**Run 1: cell density map**

14 x 17 tiles, from black (low) to pale yellow (high), 0 to 100% covered.
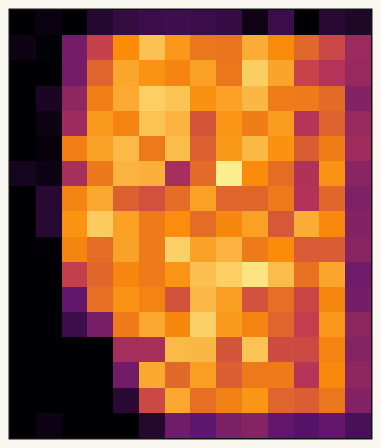
**Run 1: logic cells by family**

Scale bar: 50 µm.
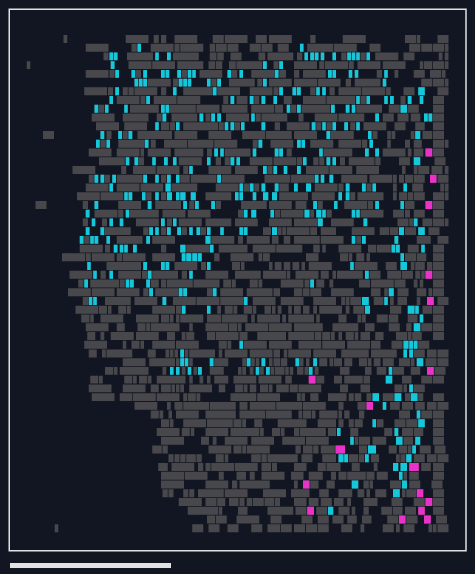
**Run 1: cell outlines without signal wires**

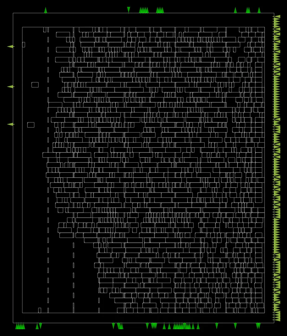
**Run 1: signal wires on met3**

Scale bar: 50 µm.
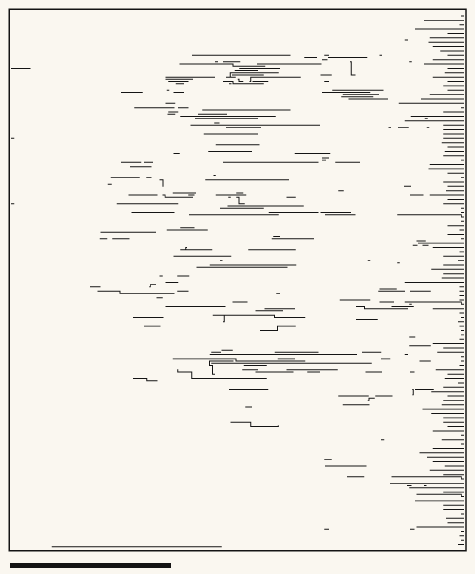
### config.mk
export PLATFORM = sky130hd
export DESIGN_NAME = branch_predict_unit_flat
export DESIGN_NICKNAME = d
export VERILOG_FILES = /design/src/rtl/branch_pkg.sv /design/src/rtl/branch_predict_unit_if.sv /design/src/rtl/branch_predict_unit_bht.sv /design/src/rtl/branch_predict_unit.sv /design/src/flat_wrapper.sv
export SDC_FILE = /design/constraint.sdc
export NUM_CORES = 1
export LEC_CHECK = 0
export CORE_ASPECT_RATIO = 1.2
export CORE_MARGIN = 5
export CORE_UTILIZATION = 49
export CTS_CLUSTER_SIZE = 8
export DETAILED_ROUTE_END_ITERATION = 16
export HOLD_SLACK_MARGIN = 0.12
export PLACE_DENSITY = 0.75
export SYNTH_ARGS = -nofsm -noshare
export SYNTH_HDL_FRONTEND = slang
export SYNTH_SLANG_ARGS = --single-unit
### constraint.sdc
create_clock -name clk -period 8.5 [get_ports clk]
set_input_delay 1.7 -clock clk [delete_from_list [all_inputs] [get_ports clk]]
set_output_delay 1.7 -clock clk [all_outputs]
set_load 0.01 [all_outputs]
### src/rtl/branch_pkg.sv
// Shared types and helpers for the branch prediction unit.
// Contents:
//   ctr_t      - 2-bit saturating prediction counter state
//   CTR_RESET  - counter value loaded into every BHT entry on reset
//   ctr_next() - saturating counter step for a resolved branch outcome
package branch_pkg;

    typedef enum logic [1:0] {
        STRONG_NT = 2'b00,
        WEAK_NT   = 2'b01,
        WEAK_T    = 2'b10,
        STRONG_T  = 2'b11
    } ctr_t;

    localparam ctr_t CTR_RESET = WEAK_NT;

    function automatic ctr_t ctr_next(input ctr_t ctr, input logic taken);
        ctr_t nxt;
        nxt = ctr;
        case (ctr)
            STRONG_NT: if (taken) nxt = WEAK_NT;  else nxt = STRONG_NT;
            WEAK_NT:   if (taken) nxt = WEAK_T;   else nxt = STRONG_NT;
            WEAK_T:    if (taken) nxt = STRONG_T; else nxt = WEAK_NT;
            default:   if (taken) nxt = STRONG_T; else nxt = WEAK_T;
        endcase
        return nxt;
    endfunction

endpackage

### src/rtl/branch_predict_unit_if.sv
// Pipeline-side bus of the branch prediction unit.
//   IF lookup : if_pc -> if_pred_taken, if_pred_target
//   EX resolve: ex_valid, ex_pc, ex_imm, ex_branch, ex_jump, ex_cond,
//               ex_pred_taken, ex_pred_target
//               -> pc_imm, pc_four, redirect, redirect_pc
// Modports: master = pipeline driving the unit, slave = the unit itself.
interface branch_predict_unit_if #(
    parameter int PC_W = 9
) ();

    logic [PC_W-1:0] if_pc;
    logic            if_pred_taken;
    logic [PC_W-1:0] if_pred_target;

    logic            ex_valid;
    logic [PC_W-1:0] ex_pc;
    logic [31:0]     ex_imm;
    logic            ex_branch;
    logic            ex_jump;
    logic            ex_cond;
    logic            ex_pred_taken;
    logic [PC_W-1:0] ex_pred_target;

    logic [31:0]     pc_imm;
    logic [31:0]     pc_four;
    logic            redirect;
    logic [31:0]     redirect_pc;

    modport master (
        output if_pc, ex_valid, ex_pc, ex_imm, ex_branch, ex_jump, ex_cond,
               ex_pred_taken, ex_pred_target,
        input  if_pred_taken, if_pred_target, pc_imm, pc_four, redirect,
               redirect_pc
    );

    modport slave (
        input  if_pc, ex_valid, ex_pc, ex_imm, ex_branch, ex_jump, ex_cond,
               ex_pred_taken, ex_pred_target,
        output if_pred_taken, if_pred_target, pc_imm, pc_four, redirect,
               redirect_pc
    );

endinterface

### src/rtl/branch_predict_unit_bht.sv
// Branch history table storage: register array of {ctr, valid, target}.
// Ports:
//   clk, reset               - clock, synchronous active-high reset
//   rd_idx -> rd_ctr/rd_valid/rd_target - combinational lookup port
//   we, wr_idx, wr_ctr       - synchronous write of the counter
//   wr_set_valid, wr_tgt_en, wr_target - optional valid set / target write
//   wr_cur_ctr               - current counter at wr_idx, for read-modify-write
// Reset loads CTR_RESET, valid=0, target=0 in every entry and wins over a write.
module bht_mem
    import branch_pkg::*;
#(
    parameter int  DEPTH = 16,
    parameter int  PC_W  = 9,
    localparam int IDX_W = $clog2(DEPTH)
) (
    input  logic             clk,
    input  logic             reset,
    input  logic [IDX_W-1:0] rd_idx,
    output ctr_t             rd_ctr,
    output logic             rd_valid,
    output logic [PC_W-1:0]  rd_target,
    input  logic             we,
    input  logic [IDX_W-1:0] wr_idx,
    input  ctr_t             wr_ctr,
    input  logic             wr_set_valid,
    input  logic             wr_tgt_en,
    input  logic [PC_W-1:0]  wr_target,
    output ctr_t             wr_cur_ctr
);

    ctr_t             ctr_q    [DEPTH];
    ctr_t             ctr_d    [DEPTH];
    logic [DEPTH-1:0] valid_q;
    logic [DEPTH-1:0] valid_d;
    logic [PC_W-1:0]  target_q [DEPTH];
    logic [PC_W-1:0]  target_d [DEPTH];

    assign rd_ctr     = ctr_q[rd_idx];
    assign rd_valid   = valid_q[rd_idx];
    assign rd_target  = target_q[rd_idx];
    assign wr_cur_ctr = ctr_q[wr_idx];

    always_comb begin
        ctr_d    = ctr_q;
        valid_d  = valid_q;
        target_d = target_q;
        if (we) begin
            ctr_d[wr_idx] = wr_ctr;
            if (wr_set_valid) valid_d[wr_idx]  = 1'b1;
            if (wr_tgt_en)    target_d[wr_idx] = wr_target;
        end
    end

    always_ff @(posedge clk) begin
        if (reset) begin
            ctr_q    <= '{default: CTR_RESET};
            valid_q  <= '0;
            target_q <= '{default: '0};
        end else begin
            ctr_q    <= ctr_d;
            valid_q  <= valid_d;
            target_q <= target_d;
        end
    end

endmodule

### src/rtl/branch_predict_unit.sv
// Branch prediction unit: direct-mapped BHT lookup at IF, resolve and
// mispredict redirect at EX, BHT training on resolved branches/jumps.
// Ports:
//   clk, reset - clock, synchronous active-high reset
//   bus        - branch_predict_unit_if.slave (IF lookup + EX resolve)
//   perf_branches, perf_mispredicts - 32-bit event counters, present only
//                when BRANCH_PERF_CNT_EN is defined
// Parameters: PC_W (PC/target width), BHT_DEPTH (entries, power of 2);
// IDX_W is derived. Index is pc[IDX_W+1:2] for lookup and update.
module branch_predict_unit
    import branch_pkg::*;
#(
    parameter int  PC_W      = 9,
    parameter int  BHT_DEPTH = 16,
    localparam int IDX_W     = $clog2(BHT_DEPTH)
) (
    input  logic                 clk,
    input  logic                 reset,
    branch_predict_unit_if.slave bus
`ifdef BRANCH_PERF_CNT_EN
    ,
    output logic [31:0]          perf_branches,
    output logic [31:0]          perf_mispredicts
`endif
);

    ctr_t            rd_ctr;
    logic            rd_valid;
    logic [PC_W-1:0] rd_target;
    ctr_t            cur_ctr;
    ctr_t            wr_ctr;
    logic [31:0]     pc_ext;
    logic [31:0]     pc_imm;
    logic [31:0]     pc_four;
    logic            act_taken;
    logic            redirect;
    logic            upd;
    logic            alias_upd;

    bht_mem #(
        .DEPTH (BHT_DEPTH),
        .PC_W  (PC_W)
    ) u_bht (
        .clk          (clk),
        .reset        (reset),
        .rd_idx       (bus.if_pc[IDX_W+1:2]),
        .rd_ctr       (rd_ctr),
        .rd_valid     (rd_valid),
        .rd_target    (rd_target),
        .we           (upd | alias_upd),
        .wr_idx       (bus.ex_pc[IDX_W+1:2]),
        .wr_ctr       (wr_ctr),
        .wr_set_valid (upd),
        .wr_tgt_en    (upd & act_taken),
        .wr_target    (pc_imm[PC_W-1:0]),
        .wr_cur_ctr   (cur_ctr)
    );

    // Lookup reads the registered table only: a same-cycle update is not bypassed.
    assign bus.if_pred_taken  = rd_valid & rd_ctr[1];
    assign bus.if_pred_target = rd_valid ? rd_target : '0;

    assign pc_ext    = {{(32-PC_W){1'b0}}, bus.ex_pc};
    assign pc_imm    = pc_ext + bus.ex_imm;
    assign pc_four   = pc_ext + 32'd4;
    assign act_taken = bus.ex_valid & ((bus.ex_branch & bus.ex_cond) | bus.ex_jump);

    // Including ex_pred_taken catches a non-branch aliased onto a taken entry.
    assign redirect = bus.ex_valid
                    & (bus.ex_branch | bus.ex_jump | bus.ex_pred_taken)
                    & ((act_taken != bus.ex_pred_taken)
                       | (act_taken & (pc_imm[PC_W-1:0] != bus.ex_pred_target)));

    assign bus.pc_imm      = pc_imm;
    assign bus.pc_four     = pc_four;
    assign bus.redirect    = redirect;
    assign bus.redirect_pc = act_taken ? pc_imm : pc_four;

    assign upd       = bus.ex_valid & (bus.ex_branch | bus.ex_jump);
    assign alias_upd = bus.ex_valid & ~(bus.ex_branch | bus.ex_jump) & bus.ex_pred_taken;

    always_comb begin
        wr_ctr = cur_ctr;
        if (bus.ex_jump)        wr_ctr = STRONG_T;
        else if (bus.ex_branch) wr_ctr = ctr_next(cur_ctr, act_taken);
        else                    wr_ctr = ctr_next(cur_ctr, 1'b0);
    end

`ifdef BRANCH_PERF_CNT_EN
    logic [31:0] perf_branches_q;
    logic [31:0] perf_branches_d;
    logic [31:0] perf_mispredicts_q;
    logic [31:0] perf_mispredicts_d;

    always_comb begin
        perf_branches_d    = perf_branches_q + {31'b0, upd};
        perf_mispredicts_d = perf_mispredicts_q + {31'b0, redirect};
    end

    always_ff @(posedge clk) begin
        if (reset) begin
            perf_branches_q    <= '0;
            perf_mispredicts_q <= '0;
        end else begin
            perf_branches_q    <= perf_branches_d;
            perf_mispredicts_q <= perf_mispredicts_d;
        end
    end

    assign perf_branches    = perf_branches_q;
    assign perf_mispredicts = perf_mispredicts_q;
`endif

endmodule

### src/flat_wrapper.sv
// flat-port wrapper written by rule: the top's interface ports become plain ports
module branch_predict_unit_flat import branch_pkg::*;
#(
    parameter int  PC_W      = 9,
    parameter int  BHT_DEPTH = 16,
    localparam int IDX_W     = $clog2(BHT_DEPTH)
)
  (clk, reset, bus_if_pc, bus_ex_valid, bus_ex_pc, bus_ex_imm, bus_ex_branch, bus_ex_jump, bus_ex_cond, bus_ex_pred_taken, bus_ex_pred_target, bus_if_pred_taken, bus_if_pred_target, bus_pc_imm, bus_pc_four, bus_redirect, bus_redirect_pc);
  branch_predict_unit_if #(.PC_W(PC_W)) bus_i ();
  input  logic clk;
  input  logic reset;
  input wire logic [$bits(bus_i.if_pc)-1:0] bus_if_pc;
  input wire logic [$bits(bus_i.ex_valid)-1:0] bus_ex_valid;
  input wire logic [$bits(bus_i.ex_pc)-1:0] bus_ex_pc;
  input wire logic [$bits(bus_i.ex_imm)-1:0] bus_ex_imm;
  input wire logic [$bits(bus_i.ex_branch)-1:0] bus_ex_branch;
  input wire logic [$bits(bus_i.ex_jump)-1:0] bus_ex_jump;
  input wire logic [$bits(bus_i.ex_cond)-1:0] bus_ex_cond;
  input wire logic [$bits(bus_i.ex_pred_taken)-1:0] bus_ex_pred_taken;
  input wire logic [$bits(bus_i.ex_pred_target)-1:0] bus_ex_pred_target;
  output wire logic [$bits(bus_i.if_pred_taken)-1:0] bus_if_pred_taken;
  output wire logic [$bits(bus_i.if_pred_target)-1:0] bus_if_pred_target;
  output wire logic [$bits(bus_i.pc_imm)-1:0] bus_pc_imm;
  output wire logic [$bits(bus_i.pc_four)-1:0] bus_pc_four;
  output wire logic [$bits(bus_i.redirect)-1:0] bus_redirect;
  output wire logic [$bits(bus_i.redirect_pc)-1:0] bus_redirect_pc;
  assign bus_i.if_pc = bus_if_pc;
  assign bus_i.ex_valid = bus_ex_valid;
  assign bus_i.ex_pc = bus_ex_pc;
  assign bus_i.ex_imm = bus_ex_imm;
  assign bus_i.ex_branch = bus_ex_branch;
  assign bus_i.ex_jump = bus_ex_jump;
  assign bus_i.ex_cond = bus_ex_cond;
  assign bus_i.ex_pred_taken = bus_ex_pred_taken;
  assign bus_i.ex_pred_target = bus_ex_pred_target;
  assign bus_if_pred_taken = bus_i.if_pred_taken;
  assign bus_if_pred_target = bus_i.if_pred_target;
  assign bus_pc_imm = bus_i.pc_imm;
  assign bus_pc_four = bus_i.pc_four;
  assign bus_redirect = bus_i.redirect;
  assign bus_redirect_pc = bus_i.redirect_pc;
  branch_predict_unit #(.PC_W(PC_W), .BHT_DEPTH(BHT_DEPTH)) u_core (.clk(clk), .reset(reset), .bus(bus_i));
endmodule
==> results.json, run 1 <==
{
  "hold_path_class": "reg -> reg",
  "grt-ovfl-total": 0,
  "path_max_fanout": 11,
  "powerComb_uw": 395,
  "antenna_cells": 0,
  "drt-vias-per-instance": 5.88,
  "holdWs_ns": 0.453,
  "wl_per_cell_um": 19.5,
  "largest_register_ff_count": 144,
  "syn_inst": 1197,
  "maxSlewViolCount": 0,
  "fp.dieH_um": 168,
  "fin_util_pct": 60.3,
  "clockBufferDepth": 2,
  "fp_util_pct": 50.1,
  "cts_hold_buf": 0,
  "cts.clk_slew.worst_paths_ns": 0.07,
  "dieArea_mm2": 0.0238,
  "cts_made_buffers": 17,
  "hold_end": "u_core.u_bht.target_q[67]",
  "p_switching_uw": 603,
  "setup_tns_ns": 0,
  "lay_top_count": "nand2_1",
  "cts.sinks": 192,
  "die_x_um": 142,
  "ff_type": "dfxtp_1",
  "vias": 9187,
  "hold_viol": 0,
  "crit_family": "AND-OR/OR-AND gates",
  "p_sw_share_pct": 28.0,
  "power_clock_uw": 839,
  "p_int_uw": 1550,
  "startpoint": "bus_ex_imm[0]",
  "hold_depth": 2,
  "clk_latency_ns": 0.44,
  "seq_area_frac_synth_pct": 37.6,
  "dp.cells": 1531,
  "cts_resized": 0,
  "drtAntennaViolNets": 0,
  "cts-root-buf": "clkbuf_16",
  "most-common-layout-cells": "nand2_1 (275), dfxtp_1 (192), clkdlybuf4s50_1 (142), nor2_1 (130), a21oi_1 (125)",
  "fin_nets": 1365,
  "cp-end-kind": "output port",
  "htree_levels": 4,
  "area_growth_pct": 20.4,
  "dr.pass1.iters": 5,
  "path_depth": 10,
  "timing.rr.end": "u_core.u_bht.ctr_q[30]",
  "drv_cap": 0,
  "io_pins": 173,
  "sequentialPower_uw": 918,
  "outcome": "finished clean",
  "place_hpwl_mm": 21.7,
  "seq_power_share_pct": 42.6,
  "reg2reg_slack_ns": 5.88,
  "drtIter0Drc": 854,
  "worstSetupStartpointType": "input pin",
  "fmax_mhz": 144,
  "avgSynthCellArea_um2": 8.53,
  "slowest_delay_ns": 0.83,
  "min_period_ns": 6.97,
  "slowest_stage": "a31oi_1",
  "power.leakage_uw": 0.00417,
  "synth.distinct_cells": 52,
  "finalSetupViolCount": 0,
  "p_per_area_mw_per_mm2": 175,
  "cp.arrival_ns": 5.27,
  "antenna_found_initial": 0,
  "cpMostUsedCell": "clkdlybuf4s50_1",
  "min_from": "u_core.u_bht.target_q[67]",
  "ir_drop_mv": 0.156,
  "slew_headroom_pct": 26.5,
  "grt_pass1_vias": 8614,
  "stdcell_count": 1563,
  "power.largest_group": "sequential cells",
  "post-route-drc-count": 0,
  "edf_count": 0
}
-- 'cell density map' (at the start) --
nearly empty tiles: 15%
fullest tile: 96%
tiles over 75% full: 27%
emptiest ninth of the die: south-west
mean over tiles: 50%

-- 'logic cells by family' (at the start) --
| family | colour | cells |
|---|---|---|
| and/or cells | magenta | 17 |
| nand cells | cyan | 321 |

-- 'cell outlines without signal wires' (at the start) --
Row Count: 57
total core area: 0.0204 mm²

-- 'signal wires on met3' (at the start) --
wire length on this layer: 2420 µm
main direction: horizontal
nets with wire on the layer: 224
longest straight run: 52.7 µm

==> run 1: stage by stage <==
step           instance area, µm²  setup WS [ns]
2_1_floorplan               10300           3.00
3_3_place_gp                11700           1.54
3_5_place_dp                11700           1.53
4_1_cts                     12300           1.52
5_1_grt                     12300           1.27
6_report                    12300           1.53
==> run 1: synth_stat cells (all sizes together), types with 2 or more instances <==
cell	n	area share (%)
a31oi	19	1.2
nor3	25	1.3
ha	13	1.6
xnor2	26	2.2
mux2i	13	1.3
maj3	2	0.22
nand2b	14	0.86
and2	14	0.86
o21a	4	0.29
nand3	27	1.3
o211ai	7	0.51
nand2	275	10
o21ai	8	0.39
a21oi	135	7.0
nand4	4	0.25
buf	36	2.6
o31ai	4	0.29
dfxtp	192	38
xor2	14	1.2
nor2	131	4.9
mux4	64	14
nor2b	14	0.86
clkbuf	79	2.9
o2111ai	4	0.34
inv	9	0.33
a211oi	49	3.6
==> run 1: per-layer routing <==
layer	global-route usage (%)	up-vias	share of wire (%)
met2	43.1	455	51
met3	4.54	70	7.9
met5	0	-	0
li1	-	4282	-
met1	29.6	4380	37
met4	11.9	0	4.0
==> run 1: layout make-up <==
class / count / area, µm² / share of cell area [%]
multi-input combinational: 902 / 5890 / 47.9
sequential: 192 / 3840 / 31.3
timing repair buffer: 163 / 1580 / 12.8
clock buffer: 19 / 443 / 3.60
tap: 265 / 332 / 2.70
clock inverter: 13 / 176 / 1.44
inverter: 9 / 33.8 / 0.275
==> run 1: cells by family after synthesis <==
family	Yosys count	share of synthesized area [%]
mux	78	15.6
xor+xnor	42	3.88
fa+ha+maj	16	2.01
other cells	1	0.0367
flops	192	37.6
simple gates	509	20.8
compound gates	235	14.1
buf+inv	124	5.87
**Run 1: wires at chosen ports, followed through buffers**

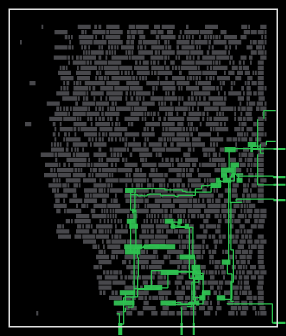

==> run 1 -> run 2 <==
==> constraint.sdc (replaced) <==
create_clock -name clk -period 6.95 [get_ports clk]
set_input_delay 1.39 -clock clk [delete_from_list [all_inputs] [get_ports clk]]
set_output_delay 1.39 -clock clk [all_outputs]
set_load 0.01 [all_outputs]
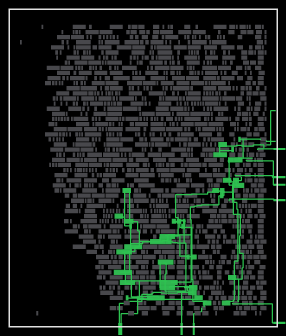
**Above:** run 2 (wires at chosen ports, followed through buffers).
| port | colour | direction | edge | end cells | wire |
|---|---|---|---|---|---|
| bus_ex_pc | green | input | 5 east, 4 south | 42 | 1120 µm |

==> run 2 against run 1 <==
Compared with the run above:
- worst hold slack hardly changed
- register-to-register slack worse by 1.5 ns
- cell area is 0.41% higher
- critical endpoint is now bus_redirect_pc[31]
- largest power group unchanged
- clock-buffer cell count is 2 lower
- synthesized cell count stayed put
- non-clock buffer count is 8 higher
- utilization is 0.25 points higher
- sequential power is 22% higher
- sequential share of layout area is 0.13 points lower
==> results.json, run 2 <==
{
  "min_from": "u_core.u_bht.target_q[133]",
  "hold_viol": 0,
  "seq_power_share_pct": 43.3,
  "wl_per_cell_um": 19.2,
  "ys_sh_simple_pct": 20.8,
  "startpoint": "bus_ex_pc[1]",
  "vias": 9163,
  "synthAoiAreaFrac_pct": 14.1,
  "p_sw_share_pct": 29.5,
  "most-common-layout-cells": "nand2_1 (275), dfxtp_1 (192), clkdlybuf4s50_1 (142), nor2_1 (130), a21oi_1 (125)",
  "timing.rr.end": "u_core.u_bht.ctr_q[6]",
  "routed-wl-met2_mm": 15.3,
  "topCombFamilyByArea": "simple AND/OR/NAND/NOR gates",
  "finalSetupViolCount": 0,
  "seq_area_frac_synth_pct": 37.6,
  "antenna_cells": 0,
  "avgSynthCellArea_um2": 8.53,
  "die_x_um": 142,
  "syn_inst": 1197,
  "clk_latency_ns": 0.44,
  "slowest_delay_ns": 0.92,
  "path_cells": "clkdlybuf4s50_1 > ha_1 > a21o_1 > and4_1 > o2111ai_1 > a21boi_1 > o21ai_1 > mux2i_1 > clkdlybuf4s50_1",
  "hold_end": "u_core.u_bht.target_q[133]",
  "cts.sinks": 192,
  "cts_resized": 0,
  "slew_headroom_pct": 24.6,
  "htree_levels": 4,
  "place_hpwl_mm": 22.0,
  "synth_top_cell_by_area": "dfxtp_1",
  "cts.clk_slew.worst_paths_ns": 0.08,
  "dieArea_mm2": 0.0238,
  "synth.most_common_cell": "nand2_1",
  "post-route-drc-count": 0,
  "cts_hold_buf": 0,
  "fin_nets": 1373,
  "worstSetupStartpointType": "input pin",
  "drt-vias-per-instance": 5.84,
  "holdWs_ns": 0.454,
  "lay_top_count": "nand2_1",
  "grt_use_met1_pct": 29.2,
  "ff_type": "dfxtp_1",
  "ys_sh_adder_pct": 2.01,
  "cts_made_buffers": 17,
  "num_rows": 57,
  "grtUsageMet3_pct": 4.26,
  "fp_util_pct": 50.1,
  "tool_warnings": 36,
  "drtAntennaViolNets": 0,
  "ys_sh_xor_pct": 3.88,
  "power.leakage_uw": 0.00421,
  "slowest_stage": "a21boi_1",
  "edf_count": 0,
  "cpMostUsedCell": "clkdlybuf4s50_1",
  "outcome": "finished clean",
  "dr.pass1.iters": 6,
  "grt-ovfl-total": 0,
  "largest_register_ff_count": 144,
  "path_max_fanout": 13,
  "ir_drop_mv": 0.177,
  "ys_sh_mux_pct": 15.6,
  "crit_family": "AND-OR/OR-AND gates",
  "setup_tns_ns": 0,
  "drv_cap": 0,
  "use_met2_pct": 44.0,
  "path_buffers": 2,
  "yosys.area.top_type_share_pct": 37.6,
  "top_cells_by_area": "dfxtp_1 (38%), mux4_2 (13%), nand2_1 (10%)",
  "synth.distinct_cells": 52,
  "p_int_uw": 1830,
  "min_period_ns": 6.22,
  "cts-root-buf": "clkbuf_16",
  "cp.arrival_ns": 4.83,
  "clockBufferDepth": 2,
  "hold_path_class": "reg -> reg",
  "hold_depth": 2,
  "ys_top_cells_by_count": "nand2_1 (275), dfxtp_1 (192), nor2_1 (130)",
  "top_layer": "met4",
  "p_per_area_mw_per_mm2": 210,
  "met3_length_mm": 2.40,
  "io_pins": 173,
  "busiest_layer": "met2",
  "fmax_mhz": 161,
  "reg2reg_slack_ns": 4.36,
  "grt_pass1_vias": 8705,
  "core_area_mm2": 0.0204,
  "fp.dieH_um": 168,
  "yosys_cells": 1197,
  "cp-end-kind": "output port",
  "wl_met1_mm": 11.2
}
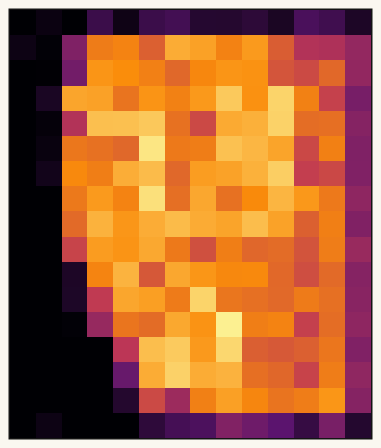
**Above:** run 2 (cell density map).
14 x 17 tiles, from black (low) to pale yellow (high), 0 to 100% covered.
mean over tiles: 50%
tiles over 75% full: 27%
emptiest ninth of the die: south-west
densest ninth of the die: centre
fullest tile: 97%
nearly empty tiles: 16%

run 2: netlist changes by cell type in the layout (fill, tap and decap cells not counted):
| cell | delta |
|---|---|
| inv_8 | +1 |
| clkinv_8 | +3 |
| bufinv_16 | -2 |
| buf_12 | +1 |
| clkinvlp_4 | -3 |
| buf_4 | +7 |
| clkbuf_1 | -1 |
| clkinv_4 | +2 |
| clkbuf_8 | -1 |
run 2: stage by stage:
| step | setup WS [ns] | cell area, µm² | utilization, % | instances |
|---|---|---|---|---|
| floorplan | 2.07 | 10300 | - | 1218 |
| global placement | 0.757 | 11700 | 57.6 | 1539 |
| detailed placement | 0.723 | 11700 | 57.6 | 1539 |
| CTS | 0.711 | 12300 | 60.5 | 1570 |
| global route | 0.534 | 12300 | 60.5 | 1570 |
| finish | 0.726 | 12300 | 60.5 | 1570 |
run 2: power by group through the flow:
stage	clock, µW	sequential [µW]	combinational (µW)
after floorplan	0	1150	274
after global placement	0	1150	479
after detailed placement	0	1150	482
after CTS	992	1120	485
after global routing	1030	1120	520
final	985	1120	486
run 2: layout make-up:
cell class | count | area [µm²]
clock buffers | 17 | 425
clock inverters | 14 | 171
fillers | 1781 | 8060
inverters | 9 | 33.8
multi-input cells | 902 | 5890
flip-flops and latches | 192 | 3840
well taps | 265 | 332
repair buffers | 171 | 1650
run 2: worst min-delay path, stage by stage (launching register included):
cell     delay [ns]
dfxtp_1        0.31
nand2_1        0.05
a21oi_1        0.05
run 2: cells by family (layout without fill, tap and decap cells):
logic type,Yosys count,in the layout
AND-OR/OR-AND,235,235
AND/OR/NAND/NOR,509,509
XOR/XNOR,42,42
buffers and inverters,124,211
multiplexers,78,78
adder cells (fa/ha/maj),16,16
other,1,22
flip-flops,192,192
**Run 2: logic cells by family**

Scale bar: 50 µm.
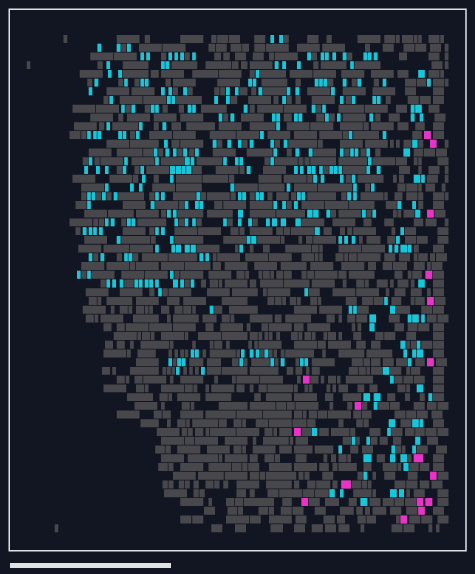

==> run 2 -> run 3 <==
--- a/config.mk
+++ b/config.mk
@@ -5,13 +5,13 @@
 export SDC_FILE = /design/constraint.sdc
 export NUM_CORES = 1
 export LEC_CHECK = 0
-export CORE_ASPECT_RATIO = 1.2
+export CORE_ASPECT_RATIO = 0.9
 export CORE_MARGIN = 5
 export CORE_UTILIZATION = 49
-export CTS_CLUSTER_SIZE = 8
+export CTS_CLUSTER_SIZE = 28
 export DETAILED_ROUTE_END_ITERATION = 16
+export DONT_BUFFER_PORTS = 1
 export HOLD_SLACK_MARGIN = 0.12
-export PLACE_DENSITY = 0.75
 export SYNTH_ARGS = -nofsm -noshare
 export SYNTH_HDL_FRONTEND = slang
 export SYNTH_SLANG_ARGS = --single-unit
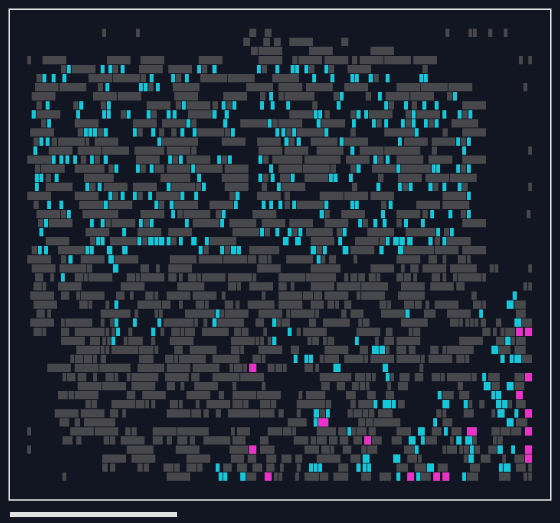
**Above:** run 3 (logic cells by family).
Scale bar: 50 µm.
| family | colour | cells |
|---|---|---|
| and/or cells | magenta | 17 |
| nand cells | cyan | 321 |

==> run 3 against run 2 <==
Compared with the run above:
- critical path type unchanged
- flip-flop count unchanged
- utilization decreased by 8.2 points
- cell area shrank 12%
- clock skew fell by 0.0016 ns
- cell count shrank 11%
- highest routed layer unchanged
- clock-buffer cell count grew 1
- setup slack improved by 0.84 ns
==> results.json, run 3 <==
{
  "min_period_ns": 5.38,
  "fin_nets": 1212,
  "finalSetupViolCount": 0,
  "vias": 8223,
  "ir_drop_mv": 0.174,
  "outcome": "finished clean",
  "fp_util_pct": 49.5,
  "largest_register_ff_count": 144,
  "p_switching_uw": 667,
  "fp.dieH_um": 147,
  "area_growth_pct": 5.85,
  "grt_pass1_vias": 7636,
  "cts.sinks": 192,
  "htree_levels": 4,
  "p_sw_share_pct": 26.7,
  "synth.most_common_cell": "nand2_1",
  "worstSetupStartpointType": "input pin",
  "ff_type": "dfxtp_1",
  "clockBufferDepth": 2,
  "cts_hold_buf": 0,
  "lay_top_count": "nand2_1",
  "drtIter0Drc": 715,
  "fmax_mhz": 186,
  "path_max_fanout": 11,
  "hold_path_class": "reg -> reg",
  "yosys_cells": 1197,
  "clk_latency_ns": 0.43,
  "p_per_area_mw_per_mm2": 231,
  "grt-ovfl-total": 0,
  "synth_top_cell_by_area": "dfxtp_1",
  "cts.clk_slew.worst_paths_ns": 0.07,
  "cts_resized": 0,
  "syn_inst": 1197,
  "slowest_stage": "a31oi_1",
  "drv_cap": 0,
  "antenna_found_initial": 0,
  "top_cells_by_area": "dfxtp_1 (38%), mux4_2 (13%), nand2_1 (10%)",
  "ys_top_cells_by_count": "nand2_1 (275), dfxtp_1 (192), nor2_1 (130)",
  "slew_headroom_pct": 19.3,
  "die_x_um": 162,
  "min_from": "u_core.u_bht.target_q[73]",
  "power.leakage_uw": 0.00359,
  "p_int_uw": 1830,
  "cts_made_buffers": 17,
  "place_hpwl_mm": 19.3,
  "cp-end-kind": "output port",
  "path_buffers": 0,
  "fin_util_pct": 52.3,
  "dr.pass1.iters": 7,
  "io_pins": 173,
  "seq_area_frac_synth_pct": 37.6
}
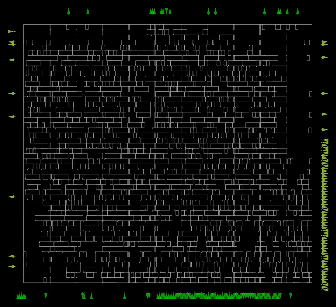
**Above:** run 3 (cell outlines without signal wires).
Row Count: 50
Final Non-Filler Cells: 1405
total core area: 0.0206 mm²

## run 3: worst paths after layout
kind | end | slack [ns] | cells after the start
worst max-delay path | bus_redirect_pc[18] | 1.57 | 8
worst min register to register | u_core.u_bht.target_q[73] | 0.45 | 2
worst max register to register | u_core.u_bht.ctr_q[30] | 4.29 | 5
worst min-delay path | u_core.u_bht.target_q[73] | 0.45 | 2
## run 3: cell families after synthesis
logic type,Yosys count,synth area share [%]
buffers and inverters,124,5.87
adders and majority gates,16,2.01
and+or+nand+nor,509,20.8
DFF,192,37.6
muxes,78,15.6
xor gates and xnor gates,42,3.88
AOI/OAI and AO/OA,235,14.1
other,1,0.0367
## run 3: power groups by stage
stage / combinational (µW) / sequential, µW / clock, µW
after floorplan: 274 / 1150 / 0
after global placement: 316 / 1150 / 0
after detailed placement: 318 / 1150 / 0
after global routing: 345 / 1120 / 1120
final: 319 / 1120 / 1060
after CTS: 319 / 1120 / 1070
## run 3: layout make-up
| type | instances | area, µm² |
|---|---|---|
| fill | 1956 | 9840 |
| clock buffer | 18 | 429 |
| inverter | 9 | 33.8 |
| sequential | 192 | 3840 |
| multi-input combinational | 902 | 5900 |
| tap | 260 | 325 |
| timing repair buffer | 10 | 75.1 |
| clock inverter | 14 | 204 |
## run 3: through the flow
stage	worst slack, ns	std cells	total power [µW]	hold WS (ns)	cell area, µm²
4_1_cts	1.53	1405	2510	0.448	10800
5_1_grt	1.26	1405	2590	0.468	10800
3_3_place_gp	1.55	1373	1460	0.434	10200
3_5_place_dp	1.53	1373	1470	0.439	10200
6_report	1.57	1405	2500	0.453	10800
2_1_floorplan	2.07	1218	1420	0.432	10300
## run 3: metal layers
metal  track usage, %  part of all wire (%)
met5                0                     0
met4             3.81                  0.58
met3             4.24                   6.2
met2             37.5                    47
met1             33.3                    46
Power figures rest on the tool's default switching activity, not on a simulated workload.
